--- src/rtl/lfsr_engine_pkg.sv ---
// lfsr_engine_pkg: shared mode encoding and reference feedback masks for lfsr_engine.
package lfsr_engine_pkg;

  typedef enum logic [1:0] {
    MODE_HOLD = 2'b00,
    MODE_UP   = 2'b01,
    MODE_DOWN = 2'b10,
    MODE_LFSR = 2'b11
  } lfsr_mode_e;

  // Maximal-length Galois feedback masks for common widths
  localparam logic [3:0]  TAPS_4  = 4'hC;
  localparam logic [7:0]  TAPS_8  = 8'hB8;
  localparam logic [15:0] TAPS_16 = 16'hB400;
  localparam logic [31:0] TAPS_32 = 32'hA3000000;

  // A step is counted in every mode except hold
  function automatic logic mode_counts(input lfsr_mode_e m);
    return (m != MODE_HOLD);
  endfunction

endpackage

--- src/rtl/lfsr_engine_next.sv ---
// lfsr_engine_next: combinational next-state, wrap and lock-up decode.
// With LFSR_ENGINE_MISR_EN defined, mode 11 folds misr_i into each step
// (signature register) and the all-zero lock-up correction is disabled.
module lfsr_engine_next
  import lfsr_engine_pkg::*;
#(
  parameter int unsigned     WIDTH    = 16,
  parameter logic [WIDTH-1:0] TAPS     = 16'hB400,
  parameter logic [WIDTH-1:0] SEED_RST = 16'h0001
) (
  input  logic [WIDTH-1:0] state_i,
  input  lfsr_mode_e       mode_i,
  input  logic [WIDTH-1:0] seed_i,
  output logic [WIDTH-1:0] next_o,
  output logic             wrap_o,
  output logic             lockup_o,
  output logic             count_o
`ifdef LFSR_ENGINE_MISR_EN
  ,input  logic [WIDTH-1:0] misr_i
`endif
);

  localparam logic [WIDTH-1:0] ONE  = {{(WIDTH-1){1'b0}}, 1'b1};
  localparam logic [WIDTH-1:0] ONES = {WIDTH{1'b1}};
  localparam logic [WIDTH-1:0] ZERO = {WIDTH{1'b0}};

  logic [WIDTH-1:0] galois_s;
  logic [WIDTH-1:0] lfsr_nxt_s;

  // Decode the successor of state_i for the selected mode
  always_comb begin
    galois_s   = state_i[0] ? ((state_i >> 1) ^ TAPS) : (state_i >> 1);
`ifdef LFSR_ENGINE_MISR_EN
    lfsr_nxt_s = galois_s ^ misr_i;
`else
    lfsr_nxt_s = galois_s;
`endif
    next_o     = state_i;
    wrap_o     = 1'b0;
    lockup_o   = 1'b0;
    count_o    = mode_counts(mode_i);
    case (mode_i)
      MODE_HOLD: begin
        next_o = state_i;
      end
      MODE_UP: begin
        next_o = state_i + ONE;
        wrap_o = (state_i == ONES);
      end
      MODE_DOWN: begin
        next_o = state_i - ONE;
        wrap_o = (state_i == ZERO);
      end
      MODE_LFSR: begin
`ifdef LFSR_ENGINE_MISR_EN
        next_o = lfsr_nxt_s;
        wrap_o = (lfsr_nxt_s == seed_i);
`else
        if (state_i == ZERO) begin
          // All-zero is a fixed point of the LFSR: recover, skip the wrap check
          next_o   = SEED_RST;
          lockup_o = 1'b1;
        end else begin
          next_o = lfsr_nxt_s;
          wrap_o = (lfsr_nxt_s == seed_i);
        end
`endif
      end
      default: begin
        next_o  = state_i;
        count_o = 1'b0;
      end
    endcase
  end

endmodule

--- src/rtl/lfsr_engine.sv ---
// lfsr_engine: WIDTH-bit Galois LFSR / up / down counter with seed-load
// handshake, wrap and lock-up pulses and a step counter.
// Optional feature macro: LFSR_ENGINE_MISR_EN (adds misr_in, signature mode).
module lfsr_engine
  import lfsr_engine_pkg::*;
#(
  parameter int unsigned      WIDTH    = 16,
  parameter logic [WIDTH-1:0] TAPS     = 16'hB400,
  parameter logic [WIDTH-1:0] SEED_RST = 16'h0001
) (
  input  logic             clk,
  input  logic             rst_n,
  input  logic             ena,
  input  logic [1:0]       mode,
  input  logic             step,
  input  logic             load_valid,
  input  logic [WIDTH-1:0] load_data,
  output logic             load_ready,
  output logic [WIDTH-1:0] state_q,
  output logic             bit_out,
  output logic [WIDTH-1:0] step_cnt,
  output logic             wrap,
  output logic             lockup
`ifdef LFSR_ENGINE_MISR_EN
  ,input  logic [WIDTH-1:0] misr_in
`endif
);

  localparam logic [WIDTH-1:0] ONE  = {{(WIDTH-1){1'b0}}, 1'b1};
  localparam logic [WIDTH-1:0] ZERO = {WIDTH{1'b0}};

  lfsr_mode_e       mode_s;
  logic [WIDTH-1:0] next_s;
  logic             nxt_wrap_s;
  logic             nxt_lockup_s;
  logic             nxt_count_s;
  logic             load_fix_s;

  logic [WIDTH-1:0] state_d;
  logic [WIDTH-1:0] seed_d, seed_q;
  logic [WIDTH-1:0] cnt_d, cnt_q;
  logic             wrap_d, wrap_q;
  logic             lockup_d, lockup_q;

  assign mode_s     = lfsr_mode_e'(mode);
  assign load_ready = ena;
  assign bit_out    = state_q[0];
  assign step_cnt   = cnt_q;
  assign wrap       = wrap_q;
  assign lockup     = lockup_q;

`ifdef LFSR_ENGINE_MISR_EN
  // An all-zero signature seed is legal, so no correction on load
  assign load_fix_s = 1'b0;
`else
  assign load_fix_s = (mode_s == MODE_LFSR) && (load_data == ZERO);
`endif

  lfsr_engine_next #(
    .WIDTH    (WIDTH),
    .TAPS     (TAPS),
    .SEED_RST (SEED_RST)
  ) u_next (
    .state_i  (state_q),
    .mode_i   (mode_s),
    .seed_i   (seed_q),
    .next_o   (next_s),
    .wrap_o   (nxt_wrap_s),
    .lockup_o (nxt_lockup_s),
    .count_o  (nxt_count_s)
`ifdef LFSR_ENGINE_MISR_EN
    ,.misr_i  (misr_in)
`endif
  );

  // Priority select: disabled > load > step > hold; pulses default low
  always_comb begin
    state_d  = state_q;
    seed_d   = seed_q;
    cnt_d    = cnt_q;
    wrap_d   = 1'b0;
    lockup_d = 1'b0;
    if (!ena) begin
      state_d = state_q;
    end else if (load_valid) begin
      cnt_d = ZERO;
      if (load_fix_s) begin
        state_d  = SEED_RST;
        seed_d   = SEED_RST;
        lockup_d = 1'b1;
      end else begin
        state_d = load_data;
        seed_d  = load_data;
      end
    end else if (step) begin
      state_d  = next_s;
      wrap_d   = nxt_wrap_s;
      lockup_d = nxt_lockup_s;
      if (nxt_wrap_s) begin
        cnt_d = ZERO;
      end else if (nxt_count_s) begin
        cnt_d = cnt_q + ONE;
      end else begin
        cnt_d = cnt_q;
      end
    end else begin
      state_d = state_q;
    end
  end

  // State, seed, step counter and pulse registers
  always_ff @(posedge clk or negedge rst_n) begin
    if (!rst_n) begin
      state_q  <= SEED_RST;
      seed_q   <= SEED_RST;
      cnt_q    <= ZERO;
      wrap_q   <= 1'b0;
      lockup_q <= 1'b0;
    end else begin
      state_q  <= state_d;
      seed_q   <= seed_d;
      cnt_q    <= cnt_d;
      wrap_q   <= wrap_d;
      lockup_q <= lockup_d;
    end
  end

endmodule

--- config.mk ---
export PLATFORM = sky130hd
export DESIGN_NAME = lfsr_engine
export DESIGN_NICKNAME = d
export VERILOG_FILES = /design/src/rtl/lfsr_engine_pkg.sv /design/src/rtl/lfsr_engine_next.sv /design/src/rtl/lfsr_engine.sv
export SDC_FILE = /design/constraint.sdc
export NUM_CORES = 1
export LEC_CHECK = 0
export CAP_MARGIN = 20
export CELL_PAD_IN_SITES_DETAIL_PLACEMENT = 1
export CELL_PAD_IN_SITES_GLOBAL_PLACEMENT = 2
export CORE_MARGIN = 5
export CORE_UTILIZATION = 32
export CTS_BUF_LIST = sky130_fd_sc_hd__clkbuf_16
export CTS_CLUSTER_DIAMETER = 200
export DETAILED_ROUTE_END_ITERATION = 10
export PLACE_DENSITY_LB_ADDON = 0.1
export SLEW_MARGIN = 20
export SYNTH_ARGS = -nofsm -noshare
export SYNTH_HDL_FRONTEND = slang
export SYNTH_HIERARCHICAL = 1
export SYNTH_SLANG_ARGS = --single-unit
--- constraint.sdc ---
create_clock -name clk -period 8.1 [get_ports clk]
set_input_delay 1.215 -clock clk [delete_from_list [all_inputs] [get_ports clk]]
set_output_delay 1.215 -clock clk [all_outputs]
set_load 0.05 [all_outputs]
### Cell outlines without signal wires, run 1

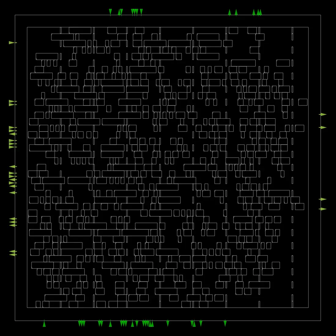
Flops: 50
fill cell count: 1626
final core occ: 0.376
Tap Count: 180

### I/O pins on the die edge, run 1

Scale: 4 px per um. Pins as bars across the die edge, other pins in gray.
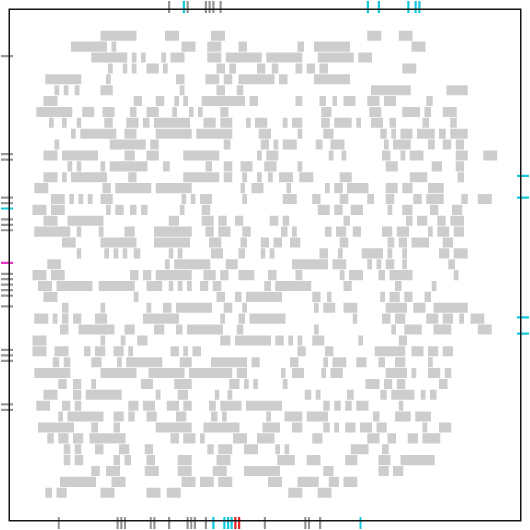
state_q: shown in cyan, pins 16, direction output, edge 6 top, 5 bottom, 4 right, 1 left. mode: shown in red, pins 2, direction input, edge bottom. lockup: shown in magenta, pins 1, direction output, edge left.
All pins by edge: 22 bottom, 21 left, 12 top, 4 right.
chip height: 127 um
Port Buffers: 58
Die X: 127 um

==> changes_impl.md, run 1 <==
### Implementation results

- Worst-path fanout max: roughly 50
- Worst reg2reg startpoint: state_q[7]
- Async SR Flop Fraction: 1.00
- Setup Skew: 6.05 ps
- Syn_nets: 569
- Critical path class: input port to flip-flop
- Via count: 4203
- DRT Wirelength: 15800 um
- Worst-path cell chain: clkdlybuf4s50_1, inv_1, ha_2, buf_4, xor2_1, ha_1, nand4bb_1, nand4_2, a211oi_1, a221o_1, mux2i_1, o221ai_1, o22ai_1, a21oi_1
- Clock tree buffer depth: 2
- Fp util: 0.322
- Combinational power share: 0.363
- Status: complete, no violations
- Cts bufs inserted: 5
- Core Rows: 43
- ANT cells: 0
- TritonCTS Sinks: 50
- Warnings, synthesis: 6
- Synthesized area: 4420 um^2
- DRC violations left: 0
- Seq share, synth: 0.284
- Gpl congestion: 0.809
- 1st-iter DRT viols: 240
- Clock power frac: 0.271
- # Cells Yosys: 536
- Post-route antenna net violation count: 0
- Synthesized flop and latch total: 50
- Global-route wire length before repair: 25600 um
- CP max stage cell: clkdlybuf4s50_1
- CTS Root Cell: clkbuf_16
- Hpwl dp: 11100 um
- Critical path origin: mode[0]
- Gr usage total: 0.195
- Pins over their slew limit: 0
- Reg2Reg Depth: 9
- CTS H-Tree Depth: 2
- Pint: roughly 600 uW
- DIE AREA: between 15000 and 20000 um^2
- Vias in the first global route: 4470
- Worst EP required: between 8000 and 9000 ps
- Vias per cell: 5.70
- Worst VDD drop: 0.000100 V
- Slew margin rel.: 0.293
- Max-Cap Viols: 0
- Post-Synthesis Cells: between 500 and 600
- Switching share of total power: 0.405
- Switching power: 407 uW
- Post-CTS sizing: 0
- Setup bufs post-CTS: 0
- Top-Level Pins: 59
- Grt ovf: 0
- Minimum clock period: 4550 ps
- Sequential share of power: 0.366
- Initial antenna violation count: 0
- Late-Pin Clk Latency: 300 ps
- Clock transition at the registers of the reported paths: 70 ps
- Final number of setup-violating endpoints: 0
- Post-layout period usage: 0.561
- Final TNS setup: 0 ps
- Yosys stat area: 4420 um^2
- HP Start: seed_q[6]
- CP endpoint kind: flip-flop
- Avg WL per Cell: 21.4 um
- Worst Setup EP: state_q[10]
- Dpl cell area: 4970 um^2
- Ys flop type: dfrtp_1
- Hold_buf cts: 0
- Hold/Removal Path Class: flip-flop to flip-flop
- Distinct lib cells: ~87
- Layout cell share with drive strength beyond 1: 0.0842
- Critical Path Max Stage Delay: 470 ps
- Pin count of the biggest net entering global routing: 51
- Worst-margin pin slew: 1060 ps
- FMAX: approximately 220 MHz
- Core area: 13700 um^2
- Crit start category: input port
### Cells by drive strength, run 1

Scale: 4 px per um.
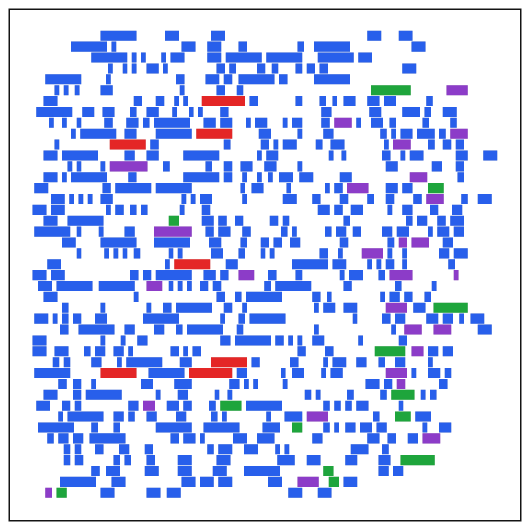
drive 2: shown in purple, cells 27, share 4.8%, most used a221oi_2. drive 6 and up: shown in red, cells 7, share 1.3%, most used clkbuf_16. drive 3 to 4: shown in green, cells 13, share 2.3%, most used buf_4. drive 1 or less: shown in blue, cells 511, share 92%, most used nand2_1.
final instance area: 5160 um^2
worst setup margin: 3550 ps
Signal buffers: 63
Area growth, synth to finish: 16.9%

## run 1: synth_stat cells, types with 8 or more instances
library cell  number  area share
nand2_1           95       0.081
dfrtp_1           48        0.27
a21oi_1           32       0.036
o22ai_1           29       0.041
xor2_1            22       0.044
o21ai_0           21       0.024
clkbuf_1          20       0.017
nor2_1            18       0.015
and3_1            12       0.017
buf_2             11       0.012
ha_1              10       0.028
nor3_1            10       0.011
o211ai_1          10       0.017
xnor2_1           10       0.020
nand3_1            9       0.010
nor4_1             9       0.013
o221ai_1           9       0.018
or4_1              9       0.015
mux2i_1            8       0.018
nand4_1            8       0.011
## run 1: power groups by stage
stage                     Sequential, uW  Combinational, uW  Clock (uW)
final                                368                365         272
after global routing                 375                394         289
after CTS                            368                368         279
after detailed placement             373                366           0
after global placement               372                363           0
after floorplan                      366                250           0
## run 1: layout by cell type (no fill, tap or decap), types with 10 or more instances in the layout
cell and instances:
dfrtp_1 48, nand2_1 95, xor2_1 22, clkdlybuf4s50_1 57, o211ai_1 10, xnor2_1 10
o22ai_1 29, nor2_1 18, and3_1 12, a21oi_1 32, o21ai_0 21, nor3_1 10
## run 1: logic make-up after synthesis
logic type / Yosys count / share of synthesized area
AND/OR/NAND/NOR: 216 / 0.265
XOR/XNOR: 32 / 0.0635
buffers and inverters: 59 / 0.0737
AND-OR/OR-AND: 160 / 0.265
multiplexers: 9 / 0.0207
flip-flops: 50 / 0.284
adder cells (fa/ha/maj): 10 / 0.0283
## run 1: area by class of cell
| type | count | area [um^2] |
|---|---|---|
| Clock inverter | 3 | 63.8 |
| Timing Repair Buffer | 63 | 613 |
| Tap cell | 180 | 225 |
| Fill cell | 1626 | 8560 |
| Multi-Input combinational cell | 427 | 2840 |
| Clock buffer | 5 | 125 |
| Inverter | 10 | 37.5 |
| Sequential cell | 50 | 1250 |
## run 1: flip-flops by register name, summed over array words and instances (netlist names)
signal / flops
lockup: 1
seed_q: 16
state_q: 16
step_cnt: 16
wrap: 1
## run 1: worst min path at each step
stage            endpoint  slack [ps]  cells after the start
3_5_place_dp    seed_q[6]         490                      2
5_1_grt         seed_q[6]         520                      2
3_3_place_gp    seed_q[9]         480                      2
2_1_floorplan  seed_q[10]         470                      2
6_report        seed_q[6]         500                      2
4_1_cts         seed_q[2]         510                      2
## run 1: critical path: cells and delay by family
kind                       cells  cell delay [ps]
buffers and inverters          3             1100
xor gates and xnor gates       1              140
adders and majority gates      2              470
muxes                          1              230
and+or+nand+nor                2              420
AOI/OAI and AO/OA              5             1110
## run 1: layer usage
metal,global-route usage,share of wire,up-vias
met5,0,0,-
met3,0.0251,0.028,15
met1,0.270,0.47,2095
met4,0.0467,0.014,0
li1,-,-,2030
met2,0.324,0.49,63
## run 1: through the flow
| step | setup WS (ps) | total power, uW | cells | utilization |
|---|---|---|---|---|
| after global routing | 3290 | 1060 | 738 | 0.376 |
| after global placement | 3280 | 735 | 730 | 0.362 |
| final | 3550 | 1010 | 738 | 0.376 |
| after floorplan | 4210 | 616 | 536 | - |
| after detailed placement | 3210 | 739 | 730 | 0.362 |
| after CTS | 3520 | 1010 | 738 | 0.376 |
==> inputs of run 2 (changes only) <==
==> constraint.sdc (replaced) <==
create_clock -name clk -period 4.5 [get_ports clk]
set_input_delay 0.675 -clock clk [delete_from_list [all_inputs] [get_ports clk]]
set_output_delay 0.675 -clock clk [all_outputs]
set_load 0.05 [all_outputs]
==> changes_impl.md, run 2 <==
### Implementation results

- Stages on worst setup path: 13
- Most common cell in the netlist: nand2_1
- Reg2Reg Depth: 9
- Late-Pin Clk Latency: 290 ps
- Critical Path Max Stage Delay: 470 ps
- Final TNS setup: 0 ps
- Status: complete, no violations
- CTS H-Tree Depth: 2
- Fp util: 0.322
- TritonCTS Sinks: 50
- Setup bufs post-CTS: 0
- Port Buffers: 58
- Pins over their slew limit: 0
- Ys flop type: dfrtp_1
- Gr usage total: 0.199
- Syn_nets: 569
- Area growth, synth to finish: 17.7%
- Buf/Inv on CP: 2
- Hold/Removal Path Class: input port to async pin
- # Cells Yosys: ~540
- Critical path class: input port to flip-flop
- Async SR Flop Fraction: 1.00
- Worst Setup EP: state_q[14]
- Logic area: 2840 um^2
- Distinct lib cells: 87
- Top-Level Pins: 59
- Setup Skew: 3.49 ps
- 1st-iter DRT viols: 272
- Flop area: 1250 um^2
- Most frequent cells in the layout: nand2_1 (95), clkdlybuf4s50_1 (57), dfrtp_1 (48)
- Worst-margin pin slew: 905 ps
- Top cell family by delay on the critical path: AND-OR/OR-AND gates
- DRT Wirelength: 16000 um
- Post-route antenna net violation count: 0
- Core area: 13700 um^2
- Clock tree buffer depth: 2
- Synthesized flop and latch total: 50
- Final Hold Viols: 0
- Max-Cap Viols: 0
- Initial antenna violation count: 0
- Area share, top type: 0.272
- ANT cells: 0
- Clock transition at the registers of the reported paths: approximately 70 ps
- Final number of setup-violating endpoints: 0
- Core Rows: between 40 and 50
- Post-layout period usage: 0.811
- Vias in the first global route: 4466
- Avg WL per Cell: 21.3 um
- Most used logic cell in the final layout: nand2_1
- Commonest cells post-synth: nand2_1 (95), dfrtp_1 (48), a21oi_1 (32)
- Grt ovf: 0
- Pin count of the biggest net entering global routing: 51
- Pre-CTS setup slack: 529 ps
- Vias per cell: 5.76
- Post-CTS sizing: 0
- Minimum clock period: 3650 ps
- Slew margin rel.: 0.395
- CP max stage cell: clkdlybuf4s50_1
- Critical path origin: mode[0]
- Worst-path cell chain: clkdlybuf4s50_1, inv_1, ha_2, xor2_1, ha_1, nand4_1, nor3_1, a211oi_1, o311ai_1, mux2i_1, o211ai_1, o22ai_1, a21oi_1
- Gpl congestion: 0.805
- Crit start category: input port
- Top cells by area: dfrtp_1 (27%), nand2_1 (8.1%), xor2_1 (4.4%), o22ai_1 (4.1%), a21oi_1 (3.6%)
- Cts bufs inserted: 5
- Warnings, synthesis: 6
- Synthesized area: 4420 um^2
- CP endpoint kind: flip-flop
- Hpwl dp: 11500 um
- Leading area contributor after synthesis: dfrtp_1
- Layout cell share with drive strength beyond 1: 0.0984
- Via count: 4312
- Worst reg2reg startpoint: state_q[6]
- Global-route wire length before repair: between 20000 and 30000 um
- Die X: 127 um
- Hold_buf cts: 0
- Seq share, synth: 0.284
- DRC violations left: 0
- Yosys stat area: 4420 um^2
- Chip height: approximately 130 um
- CTS Root Cell: clkbuf_16
- DIE AREA: 16300 um^2
- Post-Synthesis Cells: 536
- Fill cell count: between 1.5k and 2k
- Worst EP required: approximately 4700 ps
- FMAX: 274 MHz
- Worst-path fanout max: 15
- Post-synth EDFFs: 0
- Worst VDD drop: 0.000161 V
-- run 2: netlist changes by cell type in the layout (fill, tap and decap cells not counted) --
cell,change
bufinv_16,-2
clkinv_2,+1
buf_8,+1
ha_2,-1
inv_1,+1
buf_4,+10
ha_1,+1
-- run 2: per-stage QoR --
stage	total power, uW	utilization	cell area [um^2]	std cells
3_5_place_dp	1350	0.368	5040	740
4_1_cts	1730	0.378	5180	748
6_report	1720	0.379	5200	749
5_1_grt	1820	0.379	5200	749
2_1_floorplan	1110	-	4420	536
3_3_place_gp	1340	0.368	5040	740
-- run 2: per-layer routing --
metal  share of wire  track usage  vias up
li1                -            -     2043
met4           0.016       0.0479        0
met1            0.48        0.274     2172
met3           0.023       0.0213       14
met5               0            0        -
met2            0.48        0.334       83
-- run 2: cell type report --
type                    count  area share
flip-flops and latches     50       0.241
clock buffers               5      0.0241
well taps                 180      0.0433
multi-input cells         427       0.546
clock inverters             3     0.00241
inverters                  10     0.00722
repair buffers             74       0.135
-- run 2: worst min path at each step --
stage / to / slack (ps) / cells past startpoint
floorplan: lockup / 380 / 0
global placement: seed_q[11] / 480 / 2
detailed placement: seed_q[9] / 490 / 2
CTS: seed_q[9] / 500 / 2
global route: seed_q[11] / 530 / 2
finish: step_cnt[14] / 490 / 2
-- run 2: cell families after synthesis --
family	synth area share
xor+xnor	0.0635
mux	0.0207
compound gates	0.265
buf+inv	0.0737
simple gates	0.265
flops	0.284
fa+ha+maj	0.0283
-- run 2: report_power, final --
part	switching (uW)	total, uW	leakage, uW	internal, uW
Clock	173	375	0.0000724	202
Combinational	436	715	0.00138	279
Sequential	129	626	0.000625	496
Total	738	1720	0.00208	977
### Cells by drive strength, run 2

Scale: 4 px per um.
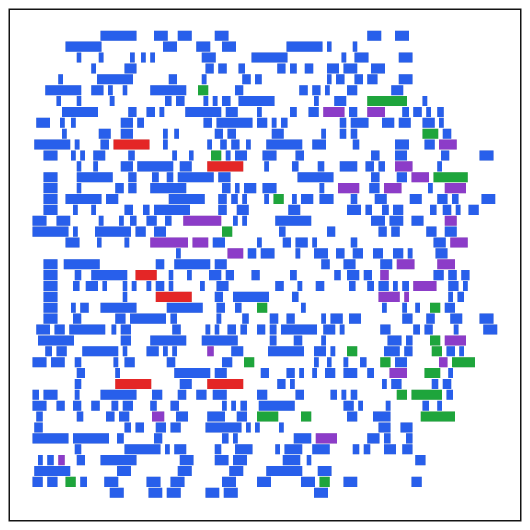
drive 2: shown in purple, cells 27, share 4.7%, most used a221oi_2. drive 3 to 4: shown in green, cells 23, share 4.0%, most used buf_4. drive 6 and up: shown in red, cells 6, share 1.1%, most used clkbuf_16. drive 1 or less: shown in blue, cells 513, share 90%, most used nand2_1.
worst setup margin: 852 ps
Signal buffers: 74
final instance area: 5200 um^2

Power figures rest on the tool's default switching activity, not on a simulated workload.
